Fig. 1: cell sizes after repair
The bar under the picture is 20 um long.
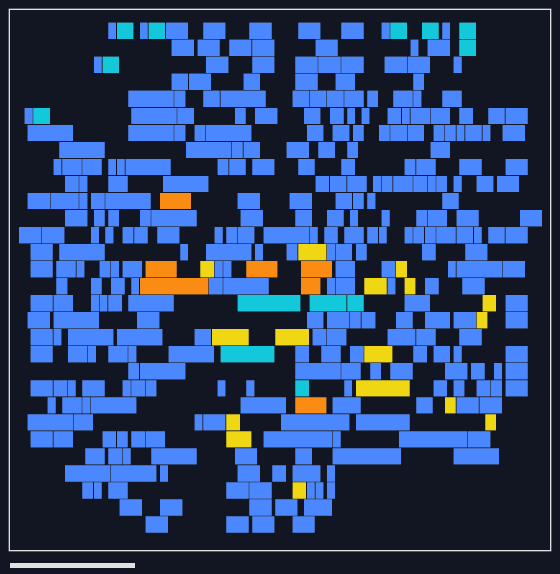
Fig. 2: clock nets
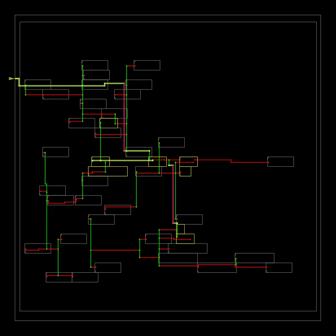
## src/rtl/timer_seq.sv

```systemverilog
// timer_seq: replays a schedule of up to NPHASE timed phases on an attached timer.
// Optional pause support is compiled in with `define TIMER_SEQ_PAUSE_EN.
module timer_seq #(
    parameter  int DWIDTH = 8,
    parameter  int NPHASE = 4,
    localparam int PW     = $clog2(NPHASE + 1)
) (
    input  logic                           clk,
    input  logic                           rst,
    input  logic                           start,
    input  logic                           stop,
    input  logic                           pause,
    input  logic                           mode_cont,
    input  logic [PW-1:0]                  num_phases,
    input  logic [NPHASE-1:0][DWIDTH-1:0]  phase_thr,
    input  logic                           tmr_flag,
    output logic                           tmr_load,
    output logic                           tmr_enable,
    output logic [DWIDTH-1:0]              tmr_load_value,
    output logic [DWIDTH-1:0]              tmr_threshold,
    output logic [PW-1:0]                  phase_idx,
    output logic                           phase_done,
    output logic                           seq_done,
    output logic                           busy,
    output logic [15:0]                    seq_count
);

`ifdef TIMER_SEQ_PAUSE_EN
    typedef enum logic [1:0] {S_IDLE, S_LOAD, S_RUN, S_PAUSED} state_t;
`else
    typedef enum logic [1:0] {S_IDLE, S_LOAD, S_RUN} state_t;
    logic pause_unused;
    assign pause_unused = pause;
`endif

    state_t             state_q, state_d;
    logic [PW-1:0]      nph_q, nph_clamped;
    logic               mode_q;
    logic [PW-1:0]      idx_q, idx_d;
    logic [DWIDTH-1:0]  thr_q, thr_sel;
    logic               thr_ld, cfg_ld;
    logic               pdone_d, sdone_d, pdone_q, sdone_q;
    logic               cnt_inc, cnt_clr;
    logic [15:0]        cnt_q;
    logic               last_phase, run_go;

    always_comb begin
        nph_clamped = num_phases;
        if (num_phases == '0)
            nph_clamped = PW'(1);
        else if (num_phases > PW'(NPHASE))
            nph_clamped = PW'(NPHASE);
    end

    assign last_phase = (idx_q == nph_q - PW'(1));

    always_comb begin
        state_d = state_q;
        idx_d   = idx_q;
        thr_ld  = 1'b0;
        cfg_ld  = 1'b0;
        pdone_d = 1'b0;
        sdone_d = 1'b0;
        cnt_inc = 1'b0;
        cnt_clr = 1'b0;
        run_go  = 1'b0;
        case (state_q)
            S_IDLE: begin
                if (start) begin
                    state_d = S_LOAD;
                    cfg_ld  = 1'b1;
                    cnt_clr = 1'b1;
                    idx_d   = '0;
                    thr_ld  = 1'b1;
                end
            end
            S_LOAD: begin
`ifdef TIMER_SEQ_PAUSE_EN
                state_d = pause ? S_PAUSED : S_RUN;
`else
                state_d = S_RUN;
`endif
            end
            S_RUN: begin
`ifdef TIMER_SEQ_PAUSE_EN
                // Pause wins over a coincident flag; the held flag is seen after resume.
                run_go = tmr_flag && !pause;
                if (pause)
                    state_d = S_PAUSED;
`else
                run_go = tmr_flag;
`endif
                if (run_go) begin
                    pdone_d = 1'b1;
                    if (last_phase) begin
                        sdone_d = 1'b1;
                        cnt_inc = 1'b1;
                        if (mode_q) begin
                            idx_d   = '0;
                            thr_ld  = 1'b1;
                            state_d = S_LOAD;
                        end else begin
                            state_d = S_IDLE;
                        end
                    end else begin
                        idx_d   = idx_q + PW'(1);
                        thr_ld  = 1'b1;
                        state_d = S_LOAD;
                    end
                end
            end
`ifdef TIMER_SEQ_PAUSE_EN
            S_PAUSED: begin
                if (!pause)
                    state_d = S_RUN;
            end
`endif
            default: state_d = S_IDLE;
        endcase

        // Abort drops any pending completion and freezes index, threshold and count.
        if (stop) begin
            state_d = S_IDLE;
            idx_d   = idx_q;
            thr_ld  = 1'b0;
            cfg_ld  = 1'b0;
            pdone_d = 1'b0;
            sdone_d = 1'b0;
            cnt_inc = 1'b0;
            cnt_clr = 1'b0;
        end
    end

    always_comb begin
        thr_sel = '0;
        for (int i = 0; i < NPHASE; i++)
            if (idx_d == PW'(i))
                thr_sel = phase_thr[i];
    end

    always_ff @(posedge clk) begin
        if (rst)
            state_q <= S_IDLE;
        else
            state_q <= state_d;
    end

    always_ff @(posedge clk) begin
        if (rst) begin
            idx_q   <= '0;
            thr_q   <= '0;
            pdone_q <= 1'b0;
            sdone_q <= 1'b0;
            cnt_q   <= '0;
        end else begin
            idx_q   <= idx_d;
            pdone_q <= pdone_d;
            sdone_q <= sdone_d;
            if (thr_ld)
                thr_q <= thr_sel;
            if (cnt_clr)
                cnt_q <= '0;
            else if (cnt_inc)
                cnt_q <= cnt_q + 16'd1;
        end
    end

    // Sequence configuration is only meaningful after a start, so it carries no reset.
    always_ff @(posedge clk) begin
        if (cfg_ld) begin
            nph_q  <= nph_clamped;
            mode_q <= mode_cont;
        end
    end

    assign tmr_load       = (state_q == S_LOAD);
    assign tmr_enable     = (state_q == S_RUN);
    assign busy           = (state_q != S_IDLE);
    assign tmr_load_value = '0;
    assign tmr_threshold  = thr_q;
    assign phase_idx      = idx_q;
    assign phase_done     = pdone_q;
    assign seq_done       = sdone_q;
    assign seq_count      = cnt_q;

endmodule
```

## config.mk

```make
export PLATFORM = sky130hd
export DESIGN_NAME = timer_seq
export DESIGN_NICKNAME = d
export VERILOG_FILES = /design/src/rtl/timer_seq.sv
export SDC_FILE = /design/constraint.sdc
export NUM_CORES = 1
export LEC_CHECK = 0
export CORE_UTILIZATION = 33
export DETAILED_ROUTE_END_ITERATION = 10
export GPL_TIMING_DRIVEN = 0
export HOLD_SLACK_MARGIN = 0.03
export SYNTH_ARGS = -nofsm -noshare
export SYNTH_HDL_FRONTEND = slang
export SYNTH_SLANG_ARGS = --single-unit
```

## constraint.sdc

```tcl
create_clock -name clk -period 5.4 [get_ports clk]
set_clock_uncertainty 0.1 [all_clocks]
set_input_delay 1.35 -clock clk [delete_from_list [all_inputs] [get_ports clk]]
set_output_delay 1.35 -clock clk [all_outputs]
set_load 0.01 [all_outputs]
```

==> metrics.yaml <==
fin_ws_ns: 1.468
dpl.cell_count: 447
clkCellAreaFrac_pct: 3.424
hold_start: "tmr_threshold[4]"
combinationalPowerShare_pct: 17.7
comb-cell-share_pct: 44.32
regArea_um2: 740.7
combinationalPower_w: 0.000111
synth.distinct_cells: 50
cts_root_buf: "clkbuf_8"
worst_r2r_endpoint: "tmr_threshold[7]"
hold-path-endpoint: "tmr_threshold[4]"
fin_tns_setup_ns: 0
clock_power_share_pct: 38.9
critical_path_cell_by_cell: "clkdlybuf4s50_1 -> nor4bb_1 -> buf_2 -> nand4_1 -> nor4_1 -> nand3_1 -> xor2_1 -> nor2_1"
synthesis.area_per_instance_um2: 8.620
power.clock.total_w: 0.000244
final_min_period_over_clock_period_pct: 72.82
stdcell_area_um2: 3326
top_level_ports: 82
cts.clk_slew.worst_paths_ns: 0.08
wirelength_met1_mm: 3.015
fin_total_pwr_w: 0.0006271
gr-usage-met1_pct: 23.55
critical-path-slowest-cell: "nor4_1"
critPathMaxFanout: 9
criticalPathCategory: "in -> reg"
reg2reg_depth: 9
power-top-group: "registers"
timing.critical_path.required_ns: 5.46
ys_cells: 272
ys_async_sr_fraction_pct: 0
final_layout_top_logic_cell: "clkdlybuf4s50_1"
cts_tree: "yes"
clkSinkCount: 35
synth.cell_area_um2: 2345
switchingPower_w: 0.0001617
report.final.slew_viol_count: 0
run_status: "finished, final reports clean"
cp-endpoint: "seq_count[15]"
yosysWarnings: 0
top_area_cell_class: "combinational gates"
numSynthFlops: 35
grt_start_max_net_pins: 14
die_w_um: 86.29
seq_total_area_pct: 22.27
most-common-layout-cells: "72 x clkdlybuf4s50_1, 31 x dfxtp_1, 21 x nand2_1"
num_antenna_cells: 0
post_cts_resize_count: 0
die-height_um: 86.29
stage_log_warnings: 28
row_count: 30
hpwl_mm: 4.977
timing.hold.ws_ns: 0.3905
cpPeakStageDelay_ns: 0.79
worst_hold_path_type: "reg -> reg"
routed_via_density: 5.264
synth.comb.largest_family: "simple AND/OR/NAND/NOR gates"
signal_buffers: 96
critical_path.endpoint_type: "register"
-- Fig. 1 (at the start) --
Blue marks x1 and smaller, cells 323, share 90%, most used clkdlybuf4s50_1. Yellow marks x2, cells 16, share 4.5%, most used buf_2. Cyan marks x3 and x4, cells 13, share 3.6%, most used buf_4. Orange marks x6 and larger, cells 7, share 1.9%, most used clkbuf_8.

-- Fig. 2 (at the start) --
number of buffers added by the clock tree synthesis step: 5
clock buffer instance count of the final layout: 5
clock latency at the later pin of the worst-skew pair: 0.29 ns
sequential cell count: 35

No activity file was given, so power comes from the tool's default toggle rates.
